$ cat src/rtl/clkdiv_nphase_if.sv
// clkdiv_nphase_if: control and output bundle of the multi-phase clock/PWM generator
interface clkdiv_nphase_if #(
    parameter int WIDTH = 15,
    parameter int CH    = 2
);
    logic                  en;
    logic                  load;
    logic [WIDTH-1:0]      div_in;
    logic [WIDTH-1:0]      duty_in;
    logic [CH*WIDTH-1:0]   phase_in;
    logic [CH-1:0]         clkout;
    logic                  tick;
    logic                  pending;
    logic                  cfg_err;
    modport master (output en, load, div_in, duty_in, phase_in, input clkout, tick, pending, cfg_err);
    modport slave  (input en, load, div_in, duty_in, phase_in, output clkout, tick, pending, cfg_err);
endinterface

$ cat src/rtl/clkdiv_nphase.sv
// clkdiv_nphase: shared period counter driving CH phase-shifted PWM outputs with shadowed configuration
module clkdiv_nphase #(
    parameter int WIDTH   = 15,
    parameter int CH      = 2,
    parameter int DEF_DIV = 100
) (
    input logic            clk,
    input logic            rst,
    clkdiv_nphase_if.slave bus
);
    localparam logic [WIDTH-1:0] DEF_D    = WIDTH'(DEF_DIV);
    localparam logic [WIDTH-1:0] DEF_DUTY = WIDTH'(DEF_DIV >> 1);
    logic [WIDTH-1:0]    cnt, div_a, duty_a, div_s, duty_s;
    logic [CH*WIDTH-1:0] ph_a, ph_s;
    logic [CH-1:0]       clkout_r, hi, bad;
    logic                tick_r, pending_r, idle, last, apply;
    assign idle  = !bus.en || div_a == '0;
    assign last  = cnt == div_a - 1'b1;
    assign apply = idle || last;
    for (genvar i = 0; i < CH; i++) begin : g_ch
        logic [WIDTH-1:0] ph, eff;
        logic [WIDTH:0]   c, e, pos;
        assign ph     = ph_a[i*WIDTH +: WIDTH];
        assign bad[i] = ph >= div_a;
        assign eff    = bad[i] ? '0 : ph;
        assign c      = {1'b0, cnt};
        assign e      = {1'b0, eff};
        assign pos    = (c >= e) ? c - e : c + {1'b0, div_a} - e;
        assign hi[i]  = pos < {1'b0, duty_a};
    end
    assign bus.clkout  = clkout_r;
    assign bus.tick    = tick_r;
    assign bus.pending = pending_r;
    assign bus.cfg_err = |bad;
    // counter, registered outputs and shadow-to-active transfer at period boundaries
    always_ff @(posedge clk) begin
        if (rst) begin
            cnt       <= '0;
            div_a     <= DEF_D;
            duty_a    <= DEF_DUTY;
            ph_a      <= '0;
            div_s     <= '0;
            duty_s    <= '0;
            ph_s      <= '0;
            pending_r <= 1'b0;
            clkout_r  <= '0;
            tick_r    <= 1'b0;
        end else begin
            clkout_r <= idle ? '0 : hi;
            tick_r   <= !idle && cnt == '0;
            cnt      <= apply ? '0 : cnt + 1'b1;
            if (apply && bus.load) begin
                div_a     <= bus.div_in;
                duty_a    <= bus.duty_in;
                ph_a      <= bus.phase_in;
                pending_r <= 1'b0;
            end else if (apply && pending_r) begin
                div_a     <= div_s;
                duty_a    <= duty_s;
                ph_a      <= ph_s;
                pending_r <= 1'b0;
            end else if (bus.load) begin
                div_s     <= bus.div_in;
                duty_s    <= bus.duty_in;
                ph_s      <= bus.phase_in;
                pending_r <= 1'b1;
            end
        end
    end
endmodule

$ cat src/flat_wrapper.sv
// flat-port wrapper written by rule: the top's interface ports become plain ports
module clkdiv_nphase_flat 
#(
    parameter int WIDTH   = 15,
    parameter int CH      = 2,
    parameter int DEF_DIV = 100
)
  (clk, rst, bus_en, bus_load, bus_div_in, bus_duty_in, bus_phase_in, bus_clkout, bus_tick, bus_pending, bus_cfg_err);
  clkdiv_nphase_if #(.WIDTH(WIDTH), .CH(CH)) bus_i ();
  input logic clk;
  input logic rst;
  input wire logic [$bits(bus_i.en)-1:0] bus_en;
  input wire logic [$bits(bus_i.load)-1:0] bus_load;
  input wire logic [$bits(bus_i.div_in)-1:0] bus_div_in;
  input wire logic [$bits(bus_i.duty_in)-1:0] bus_duty_in;
  input wire logic [$bits(bus_i.phase_in)-1:0] bus_phase_in;
  output wire logic [$bits(bus_i.clkout)-1:0] bus_clkout;
  output wire logic [$bits(bus_i.tick)-1:0] bus_tick;
  output wire logic [$bits(bus_i.pending)-1:0] bus_pending;
  output wire logic [$bits(bus_i.cfg_err)-1:0] bus_cfg_err;
  assign bus_i.en = bus_en;
  assign bus_i.load = bus_load;
  assign bus_i.div_in = bus_div_in;
  assign bus_i.duty_in = bus_duty_in;
  assign bus_i.phase_in = bus_phase_in;
  assign bus_clkout = bus_i.clkout;
  assign bus_tick = bus_i.tick;
  assign bus_pending = bus_i.pending;
  assign bus_cfg_err = bus_i.cfg_err;
  clkdiv_nphase #(.WIDTH(WIDTH), .CH(CH), .DEF_DIV(DEF_DIV)) u_core (.clk(clk), .rst(rst), .bus(bus_i));
endmodule
$ cat config.mk
export PLATFORM = sky130hd
export DESIGN_NAME = clkdiv_nphase_flat
export DESIGN_NICKNAME = d
export VERILOG_FILES = /design/src/rtl/clkdiv_nphase_if.sv /design/src/rtl/clkdiv_nphase.sv /design/src/flat_wrapper.sv
export SDC_FILE = /design/constraint.sdc
export NUM_CORES = 1
export LEC_CHECK = 0
export CAP_MARGIN = 20
export CELL_PAD_IN_SITES_DETAIL_PLACEMENT = 0
export CELL_PAD_IN_SITES_GLOBAL_PLACEMENT = 2
export CORE_ASPECT_RATIO = 0.9
export CORE_MARGIN = 8
export CORE_UTILIZATION = 38
export CTS_BUF_LIST = sky130_fd_sc_hd__clkbuf_8
export DETAILED_ROUTE_END_ITERATION = 12
export PLACE_DENSITY = 0.93
export REMOVE_ABC_BUFFERS = 1
export SLEW_MARGIN = 40
export SYNTH_ARGS = -nofsm -noshare
export SYNTH_HDL_FRONTEND = slang
export SYNTH_SLANG_ARGS = --single-unit
$ cat constraint.sdc
create_clock -name clk -period 7.8 [get_ports clk]
set_clock_uncertainty 0.05 [all_clocks]
set_input_delay 1.17 -clock clk [delete_from_list [all_inputs] [get_ports clk]]
set_output_delay 1.17 -clock clk [all_outputs]
set_load 0.01 [all_outputs]
==> results.cfg, run 1 <==
; synthesis and place-and-route metrics
[outcome]
status = complete, no violations

[final_timing]
slew_headroom_pct = 50.0
final_max_slew_viol_count = 0
rsz0062_at_grt = no
hold_ws_ps = 438

[placed_design]
hpwl_um = 25400
gp_congestion = 0.890
dpl.cell_count = 1753
post-place-ws_ps = 1150

[floorplanning]
core_sq_um = 29600
pin_count = 69
die_h_um = 179
nWellTaps = 403
dieArea_sq_um = 35500
die_w_um = 198

[synthesis]
logic_family = AND-OR/OR-AND gates
ys_seq_elements = 139
common_cells = nor2_1, dfxtp_1, ha_1
synthCells = 1330
area_leaders = dfxtp_1, ha_1, mux2i_1, nor2_1, xnor2_1
most_common_cell = nor2_1
ys_sh_xor_pct = 7.12
ys_area_sq_um = 11300
yosysWarningCount = 0
synth_stat.cells = 1330
avgSynthCellArea_sq_um = 8.48
top_area_cell = dfxtp_1
synth-async-reset-ratio_pct = 0
synth-edff-count = 0
simple_gate_area_share_pct = 17.7
mux_area_share_pct = 11.9
syn-cell-area_sq_um = 11300

[pwr]
power.total_mw = 2.30
p_per_area_nw_per_um2 = 181
power_leakage_nw = 5.44

[grt]
antenna_found_initial = 1

[setup_path]
crit_path_end_kind = flop
timing.rr.start = u_core.div_a[1]
crit_family = AND-OR/OR-AND gates
r2r_cells = 29
critPathCapture = u_core.bus.clkout[0]
crit_slowest_cell = o311ai_0
crit_arrival_ps = 7000
cp_data_required_time_ps = 8150
rrSetupSlack_ps = 1150
crit_cells = 29
critPathKind = flop to flop
cp_max_fo = 25

[drt]
wl_met3_um = 1380
drt-pass1-iter-count = 5
vias_per_cell = 5.44
drt_iter0_markers = 513
m1WireLength_um = 16400
wire_per_inst_um = 18.0
detail-route-antenna-nets = 0
wl_met2_um = 14000

[layout]
inverters_excl_clock = 55
num-nets-final = 1574
seq_share_pct = 21.9
final-nonclk-buf-share_pct = 6.29
clkbuf_count = 17
regArea_sq_um = 2780
top_area_cell_class = logic gates
n_antenna_cell = 0
final_cell_mix = nor2_1, dfxtp_1, ha_1
layout.area.comb_sq_um = 8020

[clocking]
clock-root-buffer = clkbuf_8
cts_hold_buffers = 0
clk_path_buf_depth = 2
cts_setup_buffers = 0
cts_resized = 0

[min_path]
min_path_type = flop to flop
worstHoldEndpoint = u_core.duty_s[5]
hp-start = u_core.duty_s[5]

[flow_run]
drv_cap = 0
run 1: sequential cells by signal, summed over array words and instances (netlist names), 2 cells and up:
signal             cells
u_core.ph_s           30
u_core.cnt            15
u_core.ph_a           30
u_core.div_s          15
u_core.div_a          15
u_core.duty_s         15
u_core.duty_a         15
u_core.bus.clkout      2
run 1: where the power goes:
part | switching [mW] | total, mW | internal (mW)
Sequential | 0.0320 | 0.778 | 0.746
Clock | 0.319 | 0.637 | 0.318
Combinational | 0.492 | 0.890 | 0.398
run 1: worst reg2reg max path, delay by kind of cell, from the launching register on:
family | cells | cell delay, ps
compound gates | 16 | 3020
fa+ha+maj | 4 | 1160
buf+inv | 4 | 670
flops | 1 | 460
mux | 1 | 370
simple gates | 4 | 840
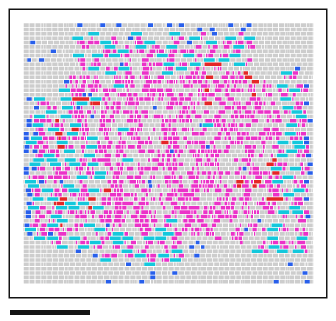
**Above:** run 1 (placement by cell class).
Scale bar: 50 um. Fill, decap, tap and diode cells in gray.
Key: sequential cells = cyan [cells 139, share of their area 23%]; remaining logic cells = magenta [cells 1126, share of their area 67%]; remaining buffers and delay cells = blue [cells 85, share of their area 6.6%]; clock drivers and dummy loads = red [cells 32, share of their area 3.3%]
Finished Cell Area: 12700 sq um
cell row count: 60

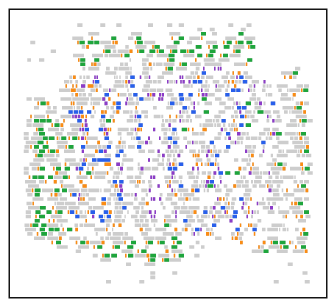
**Above:** run 1 (logic cells by family).
Key: nor cells = orange [cells 244, most used nor2_1, where spread over the die]; mux cells = green [cells 130, most used mux2i_1, where spread over the die]; xor and xnor cells = blue [cells 90, most used xnor2_1]; nand cells = purple [cells 134, most used nand2_1]

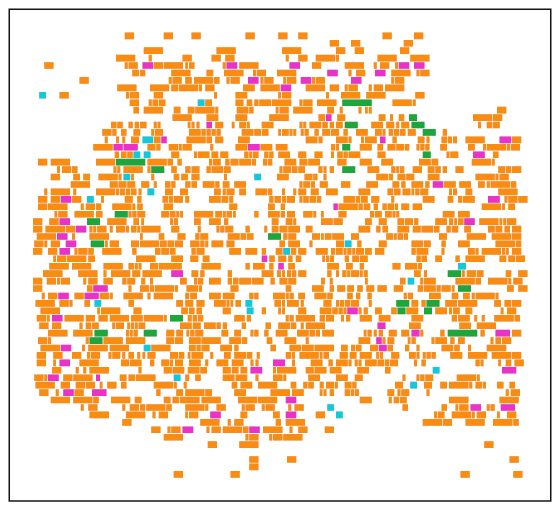
**Above:** run 1 (sizing map).
Key: x2 = magenta [cells 59, share 4.3%]; x6 and larger = green [cells 25, share 1.8%]; x1 and smaller = orange [cells 1276, share 92%]; x3 and x4 = cyan [cells 22, share 1.6%]
final setup margin: 1150 ps
Non-clk bufs: 85
area grow syn2layout: 12.8%

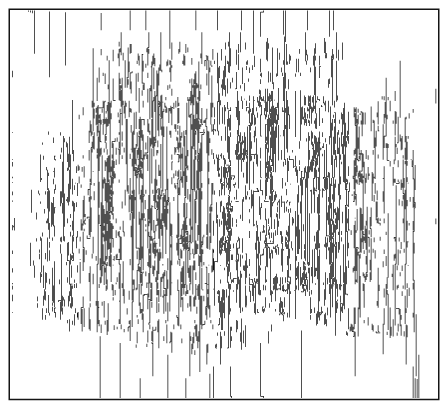
**Above:** run 1 (M2 wires).
1287 nets have wire on it. The layer carries 14000 um of wire. The wires run mostly vertical.
grt met2 use: 27.4%
Vias: 9718
final WL: 32100 um

==> run 1 -> run 2 <==
--- a/config.mk
+++ b/config.mk
@@ -10,10 +10,10 @@
 export CELL_PAD_IN_SITES_GLOBAL_PLACEMENT = 2
 export CORE_ASPECT_RATIO = 0.9
 export CORE_MARGIN = 8
-export CORE_UTILIZATION = 38
+export CORE_UTILIZATION = 41
 export CTS_BUF_LIST = sky130_fd_sc_hd__clkbuf_8
 export DETAILED_ROUTE_END_ITERATION = 12
-export PLACE_DENSITY = 0.93
+export PLACE_DENSITY = 0.95
 export REMOVE_ABC_BUFFERS = 1
 export SLEW_MARGIN = 40
 export SYNTH_ARGS = -nofsm -noshare
==> constraint.sdc (replaced) <==
create_clock -name clk -period 8.6 [get_ports clk]
set_clock_uncertainty 0.05 [all_clocks]
set_input_delay 1.29 -clock clk [delete_from_list [all_inputs] [get_ports clk]]
set_output_delay 1.29 -clock clk [all_outputs]
set_load 0.01 [all_outputs]
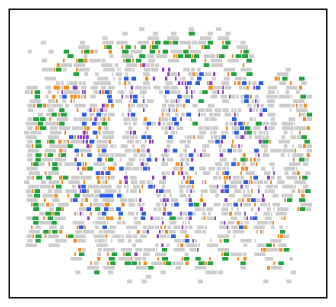
**Above:** run 2 (logic cells by family).
Key: mux cells = green [cells 130, most used mux2i_1, where spread over the die]; xor and xnor cells = blue [cells 90, most used xnor2_1]; nor cells = orange [cells 244, most used nor2_1, where spread over the die]; nand cells = purple [cells 134, most used nand2_1]
most frequent logic cell in the layout: nor2_1
non-filler instance count after layout: 1731
logic share of the area: 63.3%

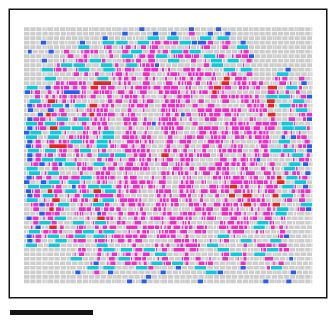
**Above:** run 2 (placement by cell class).
Scale bar: 50 um. Fill, decap, tap and diode cells in gray.
Key: clock drivers and dummy loads = red [cells 32, share of their area 3.5%]; remaining buffers and delay cells = blue [cells 80, share of their area 6.5%]; sequential cells = cyan [cells 139, share of their area 23%]; remaining logic cells = magenta [cells 1126, share of their area 67%]

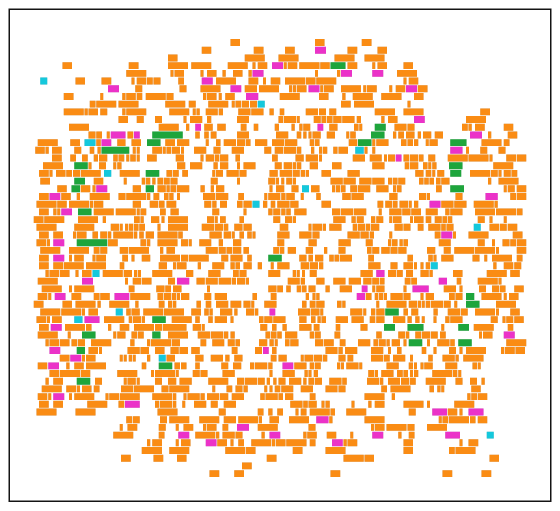
**Above:** run 2 (sizing map).
Key: x6 and larger = green [cells 33, share 2.4%]; x2 = magenta [cells 58, share 4.2%]; x1 and smaller = orange [cells 1272, share 92%]; x3 and x4 = cyan [cells 14, share 1.0%]

==> results.cfg, run 2 <==
; synthesis and place-and-route metrics
[grt]
antenna_found_initial = 0
grt_util_met2_pct = 28.7
grt_busiest_layer = met2

[synthesis]
synth-async-reset-ratio_pct = 0
ys_sh_xor_pct = 7.12
aoi_share_pct = 18.3
mux_area_share_pct = 11.9
most_common_cell = nor2_1
logic_family = AND-OR/OR-AND gates
avgSynthCellArea_sq_um = 8.48
ys_area_sq_um = 11300
area_leaders = dfxtp_1, ha_1, mux2i_1, nor2_1, xnor2_1
simple_gate_area_share_pct = 17.7
synth_stat.cells = 1330
synth-edff-count = 0
yosysWarningCount = 0
top_area_share_pct = 24.7
common_cells = nor2_1, dfxtp_1, ha_1
synthCells = 1330
top_area_cell = dfxtp_1
syn-cell-area_sq_um = 11300
ys_seq_elements = 139

[pwr]
pg_seq_uw = 705
ir_drop_uv = 112
maxPowerGroup = combinational cells
p_per_area_nw_per_um2 = 164
p_int_mw = 1.31
combPwrFrac_pct = 37.5
power.total_mw = 2.08
share_seq_of_total_power_pct = 33.9
switchingPower_uw = 771
powerClk_uw = 593
power_leakage_nw = 5.44
p_comb_uw = 780
p_sw_share_pct = 37.1
clkPwrFrac_pct = 28.5

[setup_path]
rrSetupSlack_ps = 1320
timing.rr.start = u_core.div_a[1]
crit_family = AND-OR/OR-AND gates
cp_data_required_time_ps = 8950
r2r_cells = 30
startpoint_type = flop
crit_arrival_ps = 7630
crit_slowest_cell = nor2b_1
critPathKind = flop to flop
crit_cells = 30
crit_path_end_kind = flop
critPathCapture = u_core.bus.clkout[0]

[min_path]
min_path_type = flop to flop
hp-start = u_core.div_s[12]
worstHoldEndpoint = u_core.div_s[12]

[drt]
wire_per_inst_um = 17.9
detail-route-antenna-nets = 0
drt-pass1-iter-count = 6
routed_wirelength_um = 30900
m1WireLength_um = 15500
vias_per_cell = 5.56
wl_met3_um = 1430
vias = 9629
wl_met2_um = 13500

[floorplanning]
pin_count = 69
die_h_um = 173
core_sq_um = 27000
die_w_um = 191
rows = 57
dieArea_sq_um = 33100

[outcome]
status = complete, no violations

[clocking]
cts_setup_buffers = 0
cts_resized = 0
clk-insertion-delay-late_ps = 510
cts_hold_buffers = 0
clk_path_buf_depth = 2
clock-root-buffer = clkbuf_8

[layout]
num-nets-final = 1569
areaGrowthSynthToFinish_pct = 12.5
reg_top3 = u_core.ph_a x30, u_core.ph_s x30
drive_gt1_share_pct = 7.63
final_cell_mix = nor2_1, dfxtp_1, ha_1
n_antenna_cell = 0
fin_util_pct = 47.0

[final_timing]
rsz0062_at_grt = no
final_max_slew_viol_count = 0
final-hold-violation-count = 0
slew_headroom_pct = 48.6

[placed_design]
hpwl_um = 24500
dpl.cell_count = 1699
gp_congestion = 0.895
post-place-ws_ps = 1390

[flow_run]
drv_cap = 0
run 2: netlist changes by cell type in the layout (fill, tap and decap cells not counted), moves of 2 or more:
cell	change
buf_4	-7
inv_8	+4
inv_1	-3
clkinv_8	+2
clkinvlp_4	-2
run 2: area by class of cell:
type	count	area, sq um	area share [%]
Timing Repair Buffer	80	797	6.28
Multi-Input combinational cell	1071	8030	63.3
Clock buffer	17	234	1.84
Inverter	55	206	1.63
Clock inverter	15	199	1.57
Sequential cell	139	2780	21.9
Tap cell	354	443	3.49
run 2: metrics by stage:
step | hold slack, ps | TNS, ps | instance area (sq um)
after global placement | 413 | 0 | 12200
final | 441 | 0 | 12700
after global routing | 469 | 0 | 12700
after floorplan | 394 | -20830 | 11000
after CTS | 447 | 0 | 12700
after detailed placement | 422 | 0 | 12300
No activity file was given, so power comes from the tool's default toggle rates.
